power_grid.png
Pins as bars on the die edge.
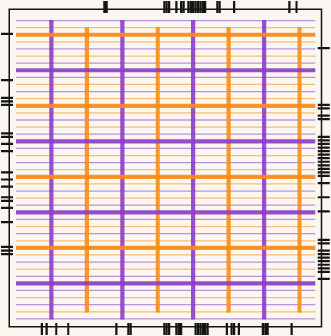
placement_by_type.png
The bar under the picture is 20 um long.
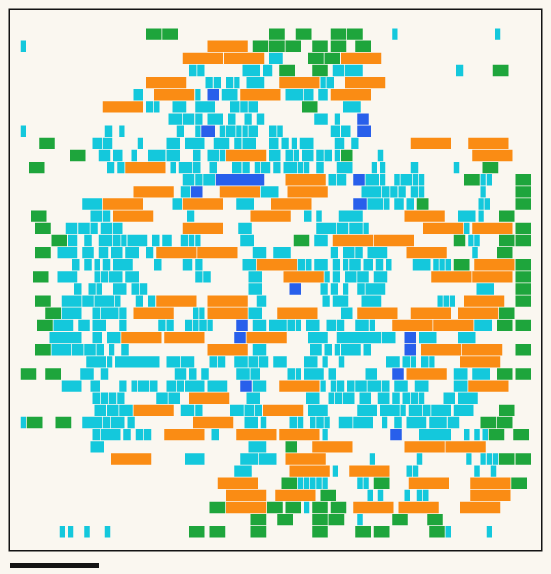
clk_routes.png
The bar under the picture is 20 um long.
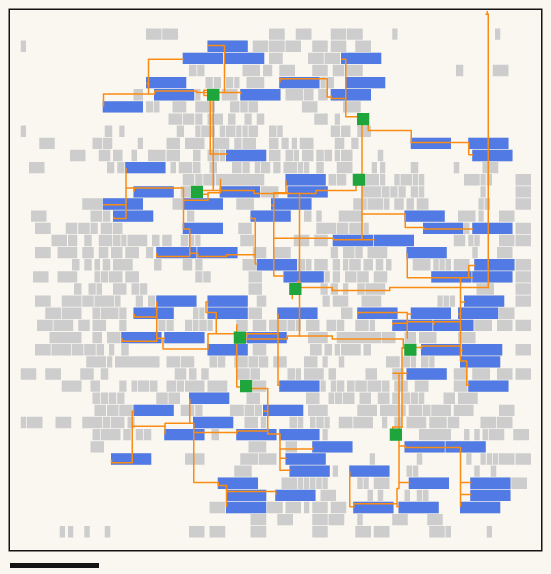
**src/rtl/ram_loader.sv**
```systemverilog
// Streams up to DEPTH words into a RAM with one-cycle setup/hold around each
// write pulse, reads them back, and reports whether the read-back sum matches.
module ram_loader #(
  parameter int DEPTH     = 16,
  parameter int BASE_ADDR = 0
) (
  input  logic        clk,
  input  logic        rst,
  input  logic        start,
  input  logic [4:0]  num_words,
  input  logic        in_valid,
  input  logic [15:0] in_data,
  output logic        in_ready,
  output logic [15:0] addr,
  output logic [15:0] bus,
  output logic        ram_write,
  input  logic [15:0] ram_out,
  output logic        busy,
  output logic        done,
  output logic        pass,
  output logic [15:0] checksum,
  output logic [2:0]  fsm_state
);

  // Handshake: a word moves on any rising edge where in_valid && in_ready;
  // in_ready is high only while waiting for the next word.

  typedef enum logic [2:0] {
    IDLE, LOAD_WAIT, SETUP, WRITE, HOLD, RD_ADDR, RD_SAMPLE, FINISH
  } state_t;

  localparam logic [4:0]  DEPTH_W = 5'(DEPTH);
  localparam logic [15:0] BASE    = 16'(BASE_ADDR);

  state_t      state, state_next;
  logic [4:0]  count, idx;
  logic [15:0] wsum, rsum;
  logic [4:0]  nw_sat, idx_inc;
  logic        last;

  assign nw_sat    = (num_words > DEPTH_W) ? DEPTH_W : num_words;
  assign idx_inc   = idx + 5'd1;
  assign last      = (idx_inc == count);
  assign fsm_state = state;

  always_ff @(posedge clk or posedge rst) begin
    if (rst) state <= IDLE;
    else     state <= state_next;
  end

  always_comb begin
    state_next = state;
    in_ready   = 1'b0;
    ram_write  = 1'b0;
    busy       = (state != IDLE);
    case (state)
      IDLE:       if (start) state_next = (nw_sat == 5'd0) ? FINISH : LOAD_WAIT;
      LOAD_WAIT: begin
        in_ready = 1'b1;
        if (in_valid) state_next = SETUP;
      end
      SETUP:      state_next = WRITE;
      WRITE: begin
        ram_write  = 1'b1;
        state_next = HOLD;
      end
      HOLD:       state_next = last ? RD_ADDR : LOAD_WAIT;
      RD_ADDR:    state_next = RD_SAMPLE;
      RD_SAMPLE:  state_next = last ? FINISH : RD_ADDR;
      FINISH:     state_next = IDLE;
      default:    state_next = IDLE;
    endcase
  end

  // addr/bus only change on a transfer or when stepping the read-back,
  // so they stay stable across SETUP, WRITE and HOLD.
  always_ff @(posedge clk or posedge rst) begin
    if (rst) begin
      count    <= '0;
      idx      <= '0;
      wsum     <= '0;
      rsum     <= '0;
      addr     <= '0;
      bus      <= '0;
      done     <= 1'b0;
      pass     <= 1'b0;
      checksum <= '0;
    end else begin
      done <= (state == FINISH);
      case (state)
        IDLE: begin
          if (start) begin
            count <= nw_sat;
            idx   <= '0;
            wsum  <= '0;
            rsum  <= '0;
          end
        end
        LOAD_WAIT: begin
          if (in_valid) begin
            bus  <= in_data;
            addr <= BASE + {11'b0, idx};
            wsum <= wsum + in_data;
          end
        end
        HOLD: begin
          if (last) begin
            idx  <= '0;
            addr <= BASE;
          end else begin
            idx  <= idx_inc;
          end
        end
        RD_SAMPLE: begin
          rsum <= rsum + ram_out;
          if (!last) begin
            idx  <= idx_inc;
            addr <= BASE + {11'b0, idx_inc};
          end
        end
        FINISH: begin
          pass     <= (rsum == wsum);
          checksum <= wsum;
        end
        default: ;
      endcase
    end
  end

endmodule

```
**config.mk**
```make
export PLATFORM = sky130hd
export DESIGN_NAME = ram_loader
export DESIGN_NICKNAME = d
export VERILOG_FILES = /design/src/rtl/ram_loader.sv
export SDC_FILE = /design/constraint.sdc
export NUM_CORES = 1
export LEC_CHECK = 0
export CORE_AREA = 2 2 117 119
export CTS_BUF_LIST = sky130_fd_sc_hd__clkbuf_4
export CTS_CLUSTER_DIAMETER = 120
export DETAILED_ROUTE_END_ITERATION = 12
export DIE_AREA = 0 0 119 121
export PLACE_DENSITY = 0.64
export SYNTH_ARGS = -nofsm -noshare
export SYNTH_HDL_FRONTEND = slang
export SYNTH_SLANG_ARGS = --single-unit
```
**constraint.sdc**
```tcl
create_clock -name clk -period 3.95 [get_ports clk]
set_clock_uncertainty 0.15 [all_clocks]
set_input_delay 0.395 -clock clk [delete_from_list [all_inputs] [get_ports clk]]
set_output_delay 0.395 -clock clk [all_outputs]
set_load 0.01 [all_outputs]
```
==> qor.csv <==
stage;metric;value;unit
run_status;status;finished clean;
floorplan;initial_core_util;39.65;%
critical_path;start_kind;flop;
critical_path;endpoint_kind;flop;
critical_path;path_buffers;0;
final_timing;hold_violations;0;
logic_synthesis;xor_share;7.933;%
cells_and_area;nets;706;
detailed_routing;drt-initial-drc-count;273;
logic_synthesis;ys.flop_type;dfrtp_1;
logic_synthesis;top_cell_area_share;40.51;%
logic_synthesis;synth-simple-area-share;15.94;%
detailed_routing;antenna_left;0;
flow_run;drv_cap;0;
final_timing;layout_min_cycle_time;2.854;ns
cells_and_area;num-nonclk-inverters;11;
placement;routabilityCongestion;0.8908;
logic_synthesis;fa_ha_area_share;8.247;%
critical_path;worstSetupStartpoint;rsum[0];
detailed_routing;drc_errors;0;
grt;use_met2;28.63;%
min_path;hp-class;in -> async;
power;internal-power;0.002452;W
critical_path;reg2reg_slack;1.10;ns
cells_and_area;drive_gt1_share;8.163;%
grt;grt_max_degree;37;
cells_and_area;clkbuf_count;10;
clock_tree;cts_tree;built;
flow_run;warning_count;26;
Notes on power_grid.png above:
legend:
  orange:
    net: VDD
  purple:
    net: VSS
rows: 42
met4 straps: 8
met5 straps: 8
Die X: 119 um
Worst IR Drop VDD: 0.2418 mV
Core Box Area: 13090 um2
Die Ht: 121 um

Notes on placement_by_type.png above:
legend:
  cyan:
    class: combinational and other logic
    cells: 448
  blue:
    class: clock drivers and dummy loads
    cells: 16
  green:
    class: remaining buffers and delay cells
    cells: 89
  orange:
    class: sequential cells
    cells: 84
fraction of area in registers: 33.27%
Final Util: 48.29%
row count: 42

Notes on clk_routes.png above:
legend:
  blue:
    item: flip-flops
    count: 84
  orange:
    item: clock wires
    length: 1050 um
  green:
    item: clock drivers
    count: 9
routed clock nets: 10
Late-Pin Clk Latency: 0.45 ns
clock network power share: 12.3%

Power and IR drop assume default switching activity.
